Fig. 1: run 1, signal wires by layer
(12 px per um)
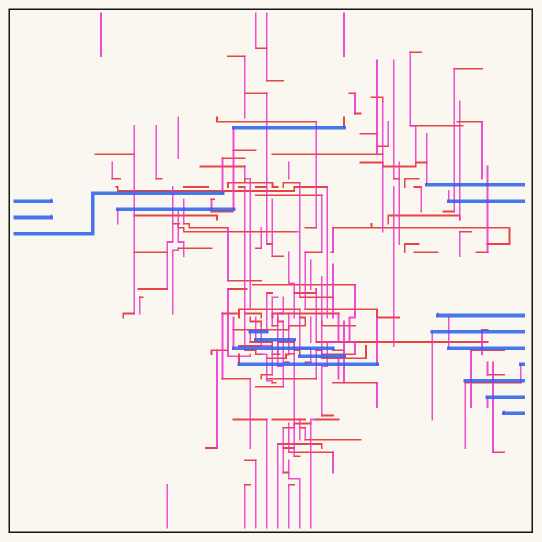
Fig. 2: run 1, cell density map
(8 px per um) The die is cut into 9 by 9 equal tiles; white is low, dark blue is high, 0 to 100% covered.
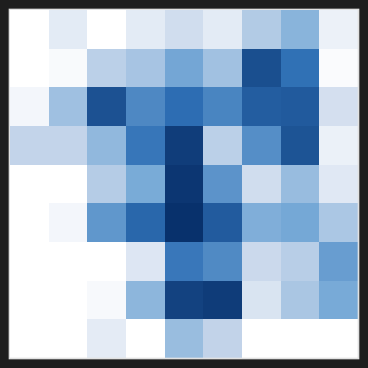
Fig. 3: run 1, cells by drive strength
(8 px per um)
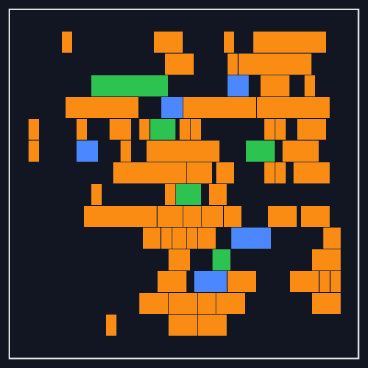
**src/rtl/pcs_rx_link_ctrl.sv**
```systemverilog
// pcs_rx_link_ctrl
// Receive-side PCS link controller. Brings the link up in the order
// block lock -> alignment-marker lock -> deskew -> stability hold, raises
// link_up_o only in UP, and falls back to WAIT_BS as soon as any lock the
// current state depends on is lost.
//
// Optional feature: define PCS_RX_LINK_CTRL_BER_MON_EN to build the
// sync-header bit-error-rate monitor (bad-header window counter and the
// HI_BER state). Without the macro, hi_ber_o and ber_cnt_o are constant 0
// and UP is left only on lock loss.
module pcs_rx_link_ctrl #(
  parameter int IS_10G     = 0,
  parameter int LANE_N     = 4,
  parameter int HEAD_W     = 2,
  parameter int STABLE_N   = 8,
  parameter int BER_WIN_N  = 3125,
  parameter int BER_THRESH = 97,
  parameter int CNT_W      = $clog2(BER_THRESH + 1)
) (
  input  logic                     clk,
  input  logic                     reset,
  input  logic [LANE_N-1:0]        valid_i,
  input  logic [LANE_N*HEAD_W-1:0] head_i,
  input  logic [LANE_N-1:0]        bs_lock_v_i,
  input  logic [LANE_N-1:0]        am_lock_v_i,
  input  logic                     deskew_v_i,
  output logic                     dp_flush_o,
  output logic                     link_up_o,
  output logic                     hi_ber_o,
  output logic [2:0]               state_o,
  output logic [CNT_W-1:0]         ber_cnt_o
);

  typedef enum logic [2:0] {
    ST_RESET       = 3'd0,
    ST_WAIT_BS     = 3'd1,
    ST_WAIT_AM     = 3'd2,
    ST_WAIT_DESKEW = 3'd3,
    ST_STABLE      = 3'd4,
    ST_UP          = 3'd5,
    ST_HI_BER      = 3'd6
  } state_t;

  // Stability hold counter runs 0..STABLE_N-1 inside STABLE.
  localparam int              STB_W    = (STABLE_N > 1) ? $clog2(STABLE_N) : 1;
  localparam logic [STB_W-1:0] STB_LAST = STB_W'(STABLE_N - 1);

  state_t           state_q, state_d;
  logic [STB_W-1:0] stb_cnt_q, stb_cnt_d;
  logic             dp_flush_q, dp_flush_d;
  logic             link_up_q, link_up_d;
  logic             hi_ber_q, hi_ber_d;

  // Lock qualification. A 10G link has one lane and no alignment markers,
  // so AM lock and deskew are treated as permanently satisfied.
  logic bs_ok;
  logic am_ok;
  logic dsk_ok;
  logic locks_ok;

  assign bs_ok    = &bs_lock_v_i;
  assign am_ok    = (IS_10G != 0) ? 1'b1 : (&am_lock_v_i);
  assign dsk_ok   = (IS_10G != 0) ? 1'b1 : deskew_v_i;
  assign locks_ok = bs_ok & am_ok & dsk_ok;

  // AM lock and deskew are configuration-dependent; keep them referenced
  // for the 10G build where they carry no meaning.
  logic unused_cfg_inputs;
  assign unused_cfg_inputs = ^{am_lock_v_i, deskew_v_i};

  // Events from the BER monitor consumed by the FSM.
  logic ber_hit;   // accumulated window count reaches threshold this cycle
  logic win_last;  // this cycle is the final cycle of a BER window

`ifdef PCS_RX_LINK_CTRL_BER_MON_EN
  localparam int               WIN_W    = (BER_WIN_N > 1) ? $clog2(BER_WIN_N) : 1;
  localparam logic [WIN_W-1:0] WIN_LAST = WIN_W'(BER_WIN_N - 1);
  localparam int               BAD_W    = $clog2(LANE_N + 1);
  localparam int               SUM_W    = CNT_W + BAD_W + 1;

  logic [LANE_N-1:0] bad_lane;
  logic [BAD_W-1:0]  bad_sum;
  logic [WIN_W-1:0]  win_cnt_q, win_cnt_d;
  logic [CNT_W-1:0]  ber_cnt_q, ber_cnt_d;
  logic [SUM_W-1:0]  acc;
  logic              mon_active;
  logic              mon_keep;
  logic              win_first;

  // A valid block whose sync header is all-zeros or all-ones is a bad header.
  genvar gi;
  generate
    for (gi = 0; gi < LANE_N; gi++) begin : g_bad
      logic [HEAD_W-1:0] hd;
      assign hd           = head_i[gi*HEAD_W +: HEAD_W];
      assign bad_lane[gi] = valid_i[gi] & ((hd == '0) | (hd == '1));
    end
  endgenerate

  // Count bad headers across all lanes for this cycle.
  always_comb begin
    bad_sum = '0;
    for (int l = 0; l < LANE_N; l++) begin
      bad_sum = bad_sum + BAD_W'(bad_lane[l]);
    end
  end

  // Window total including this cycle; the first cycle of a window restarts
  // from this cycle's bad count alone, so the finished window's total is
  // visible on ber_cnt_o during that first cycle.
  always_comb begin
    mon_active = (state_q == ST_UP) || (state_q == ST_HI_BER);
    win_first  = (win_cnt_q == '0);
    win_last   = mon_active && (win_cnt_q == WIN_LAST);
    acc        = win_first ? SUM_W'(bad_sum)
                           : (SUM_W'(ber_cnt_q) + SUM_W'(bad_sum));
    ber_hit    = mon_active && (acc >= SUM_W'(BER_THRESH));
  end

  // Next window position and saturating count; both clear whenever the FSM
  // is, or is about to be, outside UP/HI_BER.
  always_comb begin
    mon_keep  = (state_d == ST_UP) || (state_d == ST_HI_BER);
    win_cnt_d = '0;
    ber_cnt_d = '0;
    if (mon_active && mon_keep) begin
      win_cnt_d = win_last ? '0 : (win_cnt_q + WIN_W'(1));
      ber_cnt_d = ber_hit ? CNT_W'(BER_THRESH) : acc[CNT_W-1:0];
    end
  end

  // BER window and count registers.
  always_ff @(posedge clk or posedge reset) begin
    if (reset) begin
      win_cnt_q <= '0;
      ber_cnt_q <= '0;
    end else begin
      win_cnt_q <= win_cnt_d;
      ber_cnt_q <= ber_cnt_d;
    end
  end

  assign ber_cnt_o = ber_cnt_q;
`else
  // Monitor absent: header inputs have no consumer and HI_BER cannot be hit.
  logic unused_ber_inputs;
  assign unused_ber_inputs = ^{valid_i, head_i};
  assign ber_hit           = 1'b0;
  assign win_last          = 1'b0;
  assign ber_cnt_o         = '0;
`endif

  // Next-state logic; lock loss outranks every other transition.
  always_comb begin
    state_d   = state_q;
    stb_cnt_d = '0;
    case (state_q)
      ST_WAIT_BS: begin
        if (bs_ok) begin
          state_d = (IS_10G != 0) ? ST_STABLE : ST_WAIT_AM;
        end
      end
      ST_WAIT_AM: begin
        if (!bs_ok) begin
          state_d = ST_WAIT_BS;
        end else if (am_ok) begin
          state_d = ST_WAIT_DESKEW;
        end
      end
      ST_WAIT_DESKEW: begin
        if (!(bs_ok && am_ok)) begin
          state_d = ST_WAIT_BS;
        end else if (dsk_ok) begin
          state_d = ST_STABLE;
        end
      end
      ST_STABLE: begin
        if (!locks_ok) begin
          state_d = ST_WAIT_BS;
        end else if (stb_cnt_q == STB_LAST) begin
          state_d = ST_UP;
        end else begin
          stb_cnt_d = stb_cnt_q + STB_W'(1);
        end
      end
      ST_UP: begin
        if (!locks_ok) begin
          state_d = ST_WAIT_BS;
        end else if (ber_hit) begin
          state_d = ST_HI_BER;
        end
      end
      ST_HI_BER: begin
        if (!locks_ok) begin
          state_d = ST_WAIT_BS;
        end else if (win_last && !ber_hit) begin
          state_d = ST_UP;
        end
      end
      // RESET and the unused code 7 both leave for WAIT_BS on the next edge.
      default: begin
        state_d = ST_WAIT_BS;
      end
    endcase
  end

  // Outputs decoded from the next state so they register alongside it.
  always_comb begin
    dp_flush_d = (state_d == ST_RESET) || (state_d == ST_WAIT_BS) ||
                 (state_d == ST_WAIT_AM);
    link_up_d  = (state_d == ST_UP);
    hi_ber_d   = (state_d == ST_HI_BER);
  end

  // FSM state, stability counter and registered status outputs.
  always_ff @(posedge clk or posedge reset) begin
    if (reset) begin
      state_q    <= ST_RESET;
      stb_cnt_q  <= '0;
      dp_flush_q <= 1'b1;
      link_up_q  <= 1'b0;
      hi_ber_q   <= 1'b0;
    end else begin
      state_q    <= state_d;
      stb_cnt_q  <= stb_cnt_d;
      dp_flush_q <= dp_flush_d;
      link_up_q  <= link_up_d;
      hi_ber_q   <= hi_ber_d;
    end
  end

  assign state_o    = state_q;
  assign dp_flush_o = dp_flush_q;
  assign link_up_o  = link_up_q;
  assign hi_ber_o   = hi_ber_q;

endmodule

```
**config.mk**
```make
export PLATFORM = sky130hd
export DESIGN_NAME = pcs_rx_link_ctrl
export DESIGN_NICKNAME = d
export VERILOG_FILES = /design/src/rtl/pcs_rx_link_ctrl.sv
export SDC_FILE = /design/constraint.sdc
export NUM_CORES = 1
export LEC_CHECK = 0
export CORE_MARGIN = 2
export CORE_UTILIZATION = 33
export CTS_CLUSTER_SIZE = 16
export DETAILED_ROUTE_END_ITERATION = 8
export HOLD_SLACK_MARGIN = 0.05
export PLACE_DENSITY = 0.82
export RECOVER_POWER = 25
export SYNTH_ARGS = -nofsm -noshare
export SYNTH_HDL_FRONTEND = slang
export SYNTH_SLANG_ARGS = --single-unit
```
**constraint.sdc**
```tcl
create_clock -name clk -period 2 [get_ports clk]
set_input_delay 0.2 -clock clk [delete_from_list [all_inputs] [get_ports clk]]
set_output_delay 0.2 -clock clk [all_outputs]
set_load 0.01 [all_outputs]
```
==> flow_metrics.tcl, run 1 <==
# place-and-route summary
set metrics [dict create \
    place.gp.congestion 0.7314 \
    combGateArea_um2 227.7 \
    ir_drop_uv 344.2 \
    cap_violations 0 \
    required_ps 2200 \
    root_buffer "clkbuf_4" \
    p_sw_share_pct 21.09 \
    yosysTopAreaCellShare_pct 38.93 \
    intPower_uw 284.5 \
    die_w_um 43.48 \
    yosys.area_share.aoi_pct 9.002 \
    syn_area_um2 514.2 \
    logic_family "simple AND/OR/NAND/NOR gates" \
    first_pass_iters 4 \
    common_cells "dfrtp_1 (8), inv_1 (8), buf_4 (7)" \
    seq_area_um2 226.5 \
    critPathLaunch "stb_cnt_q[0]" \
    reg2regPathDepth 6 \
    critPathBufInv 0 \
    rrSetupSlack_ps 430 \
    crit_top_cell "ha_1" \
    powerDensity_nw_per_um2 522.1 \
    cts_tree "yes" \
    drive_above_1_share_pct 13.89 \
    worstSetupEndpointType "flip-flop" \
    layout_top_cells "clkdlybuf4s50_1 (15), inv_1 (8), dfrtp_1 (8), conb_1 (7), nor2_1 (5)" \
    slowest_delay_ps 390 \
    clockBufferDepth 2 \
    crit_path_top_delay_cell "dfrtp_1" \
    clkPwrFrac_pct 36.2 \
    endpoint "dp_flush_o" \
    drt-initial-drc-count 6 \
    synth_area_per_cell_um2 9.703 \
    skew_ps 1.582 \
    area_leaders "dfrtp_1 (39%), buf_4 (10%), inv_1 (5.8%)" \
    p_seq_share_pct 51.7 \
    postRouteAntennaNets 0 \
    ff_type "dfrtp_1" \
    grt_overflow 0 \
    regToRegEndpoint "dp_flush_o" \
    grt_max_degree 10 \
    dp_slack_ps 281.8 \
    wl_per_cell_um 10.59 \
    r2r_start "stb_cnt_q[0]" \
    drc 0 \
    fmax_mhz 638.7 \
    yosys.area_share.xor_xnor_pct 1.703 \
    tns_ps 0 \
    clk_latency_ps 250 \
    tool_warnings 38 \
    ys_ff 9 \
    fin_crit_ps 1566 \
    clkTransAtPathRegs_ps 50 \
    cp_max_fo 3 \
    synthCells 53 \
    power_leakage_nw 0.3186 \
    ys_seq_share_pct 44.04 \
    cts_hold_buffers 0 \
    yosysWarningCount 0 \
    setup_viol 0 \
    combPwrFrac_pct 12.1 \
    cts-resized-gates 0 \
    final_cells 88 \
    ys_cells 53 \
    layout_top_cell "clkdlybuf4s50_1" \
    cp_data_arrival_time_ps 1760 \
    power_uw 360.6 \
    ys_area_um2 514.2 \
    ys_sh_adder_pct 4.866 \
    n_antenna_cell 0 \
    cp.depth 6 \
    numCtsBuffers 3 \
    via_per_inst 4.920 \
    placed_cell_area_um2 664.4 \
    mux_area_share_pct 0 \
    die_area_um2 1890 \
    finalHoldViolations 0 \
    cts_sinks 9 \
    cp_cell_sequence "ha_1, ha_1, nand2b_1, a31oi_1, a211oi_1, o21a_1" \
    slew_viol_final 0 \
    num_vias 433 \
    worstHoldPathType "input pin to async pin" \
    nFillCells 151 \
    crit_family "AND-OR/OR-AND gates" \
    grt_pass1_wl_um 1504 \
    p_switching_uw 76.07 \
    ys_types 25 \
    outcome "completed" \
    fp.dieH_um 43.48 \
    grt_pass1_vias 378 \
    cp-start-kind "flip-flop" \
    rsz0062_at_grt "false" \
    io_pins 36 \
    hpwlAfterDp_um 804.4 \
    nets 98 \
    rows 14 \
    hold_slack_ps 342.6 \
    ys_sh_simple_pct 23.60 \
    synthArstFlopShare_pct 100.0 \
    place_inst 84 \
    yosysTopAreaCell "dfrtp_1" \
    edf_count 0 \
    place.port_buffers 16 \
    htree_levels 1 \
    antenna_found_initial 0 \
    crit_type "flip-flop to flip-flop" \
    fp-utilization_pct 34.54 \
    postCtsSetupRepairBufs 0 \
    finalCritPeriodShare_pct 78.28 \
]
Notes on Fig. 1 above:
magenta -> met2  # wire length 505 um
red -> met1  # wire length 309 um
blue -> met3  # wire length 118 um
drt total wl: 932 um
GRT Overall Usage: 11.22%

Notes on Fig. 2 above:
tiles over 75% full = 16%
mean over tiles = 36%
densest ninth of the die = center
emptiest ninth of the die = lower left
nearly empty tiles = 21%
fullest tile = 100%
core area: 1489 um2
post-layout util: 46.39%

Notes on Fig. 3 above:
blue -> drive 3 to 4  # cells 5, share 6.9%
orange -> drive 1 or less  # cells 62, share 86%
green -> drive 2  # cells 5, share 6.9%
area delta synth->final: 34.31%
bufs w/o clock: 16
setup ws final: 434.3 ps
cell area after layout: 690.7 um2

-- run 1: power groups by stage --
stage	clock network [mW]	logic, mW	registers [mW]
finish	0.131	0.0436	0.186
global route	0.145	0.0482	0.186
CTS	0.138	0.0442	0.186
detailed placement	0	0.0442	0.189
global placement	0	0.0431	0.189
floorplan	0	0.0266	0.190
-- run 1: metal layers --
layer	vias to the layer above	share of wire [%]	track usage (%)
met1	201	33	10.42
li1	206	-	-
met3	0	13	6.250
met4	0	0	3.636
met2	26	54	20.60
met5	-	0	0
-- run 1: cell type report --
type                       instances  share of cell area [%]
multi-input combinational         35                   32.97
tap                               16                   2.899
sequential                         9                   32.79
timing repair buffer              16                   23.19
inverter                           8                   4.348
clock buffer                       4                   3.804
Fig. 4: run 1, power grid
(8 px per um) Pins as bars on the die edge. Tap cells in gray.
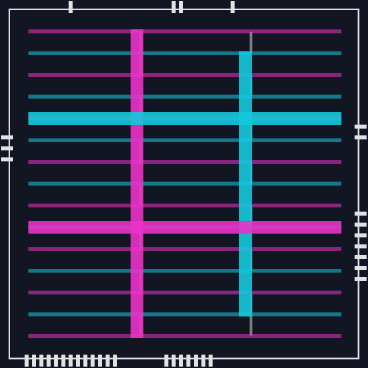

==> inputs of run 2 (changes only) <==
- CORE_UTILIZATION: 33 -> 30
- PLACE_DENSITY: 0.82 -> 0.79
- clock period: 2 -> 1.3 ns (I/O delays scaled with it)
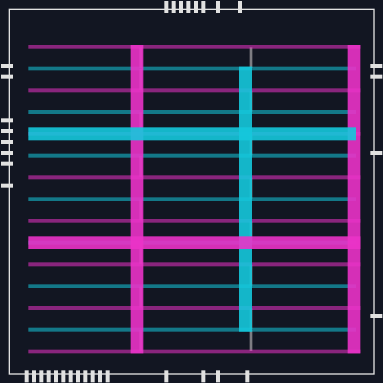
Fig. 5. Power grid (run 2).
(8 px per um) Pins as bars on the die edge. Tap cells in gray.
magenta -> VSS
cyan -> VDD
met1 rails = 15
tap cells = 16
signal pins = 36
met5 straps = 2
Die H: 45.40 um
Die Width: 45.40 um
VDD IR-drop max: 607.6 uV

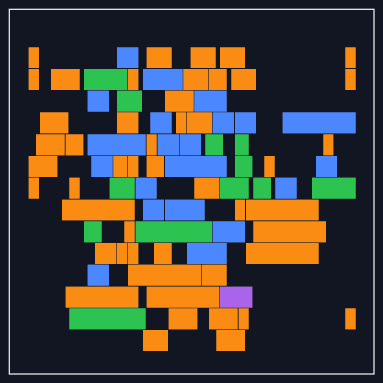
Fig. 6. Cells by drive strength (run 2).
(8 px per um)
blue -> drive 3 to 4  # cells 21, share 25%
orange -> drive 1 or less  # cells 49, share 59%
green -> drive 2  # cells 12, share 14%
purple -> drive 6 and up  # cells 1, share 1.2%

==> run 2 against run 1 <==
The flow now finishes with violations (setup timing). Combinational power grew about 80%. Sequential cell count is the same. Clock power grew 71%. Synthesized area unchanged. Design area increased by 22%. Clock-buffer cell count decreased by 1.
==> flow_metrics.tcl, run 2 <==
# place-and-route summary
set metrics [dict create \
    critPathBufInv 0 \
    setup_viol 3 \
    grt_pass1_wl_um 1890 \
    cts_hold_buffers 0 \
    nFillCells 134 \
    place.port_buffers 16 \
    synthArstFlopShare_pct 100.0 \
    final_cells 99 \
    final_util_pct 54.25 \
    fp-utilization_pct 32.99 \
    buffers 27 \
    area_leaders "dfrtp_1 (39%), buf_4 (10%), inv_1 (5.8%)" \
    grt_overflow 0 \
    yosysTopAreaCellShare_pct 38.93 \
    regToRegEndpoint "dp_flush_o" \
    drt-initial-drc-count 5 \
    reg2regPathDepth 6 \
    ys_seq_share_pct 44.04 \
    hpwlAfterDp_um 928.7 \
    area_delta_synth_final_pct 64.48 \
    ys_types 25 \
    cap_violations 0 \
    use_met2_pct 24.51 \
    grt_pass1_vias 483 \
    critPathLaunch "stb_cnt_q[0]" \
    seq_share_pct 26.92 \
    clkTransAtPathRegs_ps 60 \
    ys_area_um2 514.2 \
    stdcell_area_um2 845.8 \
    yosysTopAreaCell "dfrtp_1" \
    cts_tree "yes" \
    fp.coreArea_um2 1559 \
    sh_comb_area_pct 35.95 \
    seq_area_um2 227.7 \
    nClkBuffers 3 \
    cp_max_fo 3 \
    syn_area_um2 514.2 \
    die_area_um2 2061 \
    gr-usage-met1_pct 12.62 \
    grt_max_degree 10 \
    cp.depth 6 \
    crit_family "AND-OR/OR-AND gates" \
    edf_count 0 \
    layout_top_cells "buf_4 (10), inv_1 (8), dlygate4sd2_1 (8)" \
    common_cells "dfrtp_1 (8), inv_1 (8), buf_4 (7)" \
    slowest_delay_ps 380 \
    nonClkBufAreaFrac_pct 27.96 \
    largest_cell_class "multi-input combinational cells" \
    violations "setup timing" \
    wl_met1_um 427 \
    wl_met3_um 79 \
    cp-start-kind "flip-flop" \
    nets 109 \
    busiest_layer "met2" \
    place.gp.congestion 0.7922 \
    groute.layer.met3.usage_pct 5.952 \
    synthCells 53 \
    tool_warnings 41 \
    io_pins 36 \
    fin_crit_ps 1328 \
    cp_data_arrival_time_ps 1550 \
    drc 0 \
    outcome "complete, but fails checks" \
    fmax_mhz 753.0 \
    nNonClkInverters 8 \
    grt_usage_pct 13.57 \
    required_ps 1530 \
    wl_met2_um 691 \
    routed.top_layer "met4" \
    rows 14 \
    fin_ws_ps -28.09 \
    drive_above_1_share_pct 40.96 \
    power_leakage_nw 0.3874 \
    num_vias 481 \
    wl_per_cell_um 12.32 \
    finalCritPeriodShare_pct 102.2 \
]
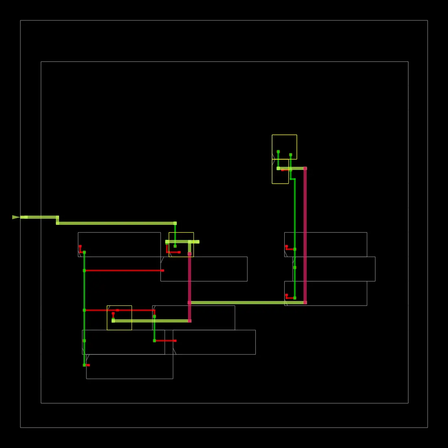
Fig. 7. Clock routing (run 2).
Seq cells: 9
clock-net power: 224 uW
cts bufs inserted: 3
# clock sinks: 9
clk_lat worst skew: 280 ps

[run 2: cell families after synthesis]
logic type               Yosys count  synth area share, %
AND-OR/OR-AND                      6                9.005
XOR/XNOR                           1                1.703
adder cells (fa/ha/maj)            2                4.865
buffers and inverters             15                16.06
flip-flops                         9                44.04
other                              1               0.7292
AND/OR/NAND/NOR                   19                23.60
[run 2: power breakdown]
group | leakage [nW] | switching [mW] | internal (mW)
combinational | 0.253 | 0.0377 | 0.0409
clock | 0.0177 | 0.110 | 0.114
sequential | 0.117 | 0.00321 | 0.283
total | 0.387 | 0.151 | 0.438
[run 2: what timing repair did]
item	CTS	global route
buffers inserted	3	1
gates resized	14	8
pin swaps	8	8
setup endpoints to repair	10	8
Power figures rest on the tool's default switching activity, not on a simulated workload.
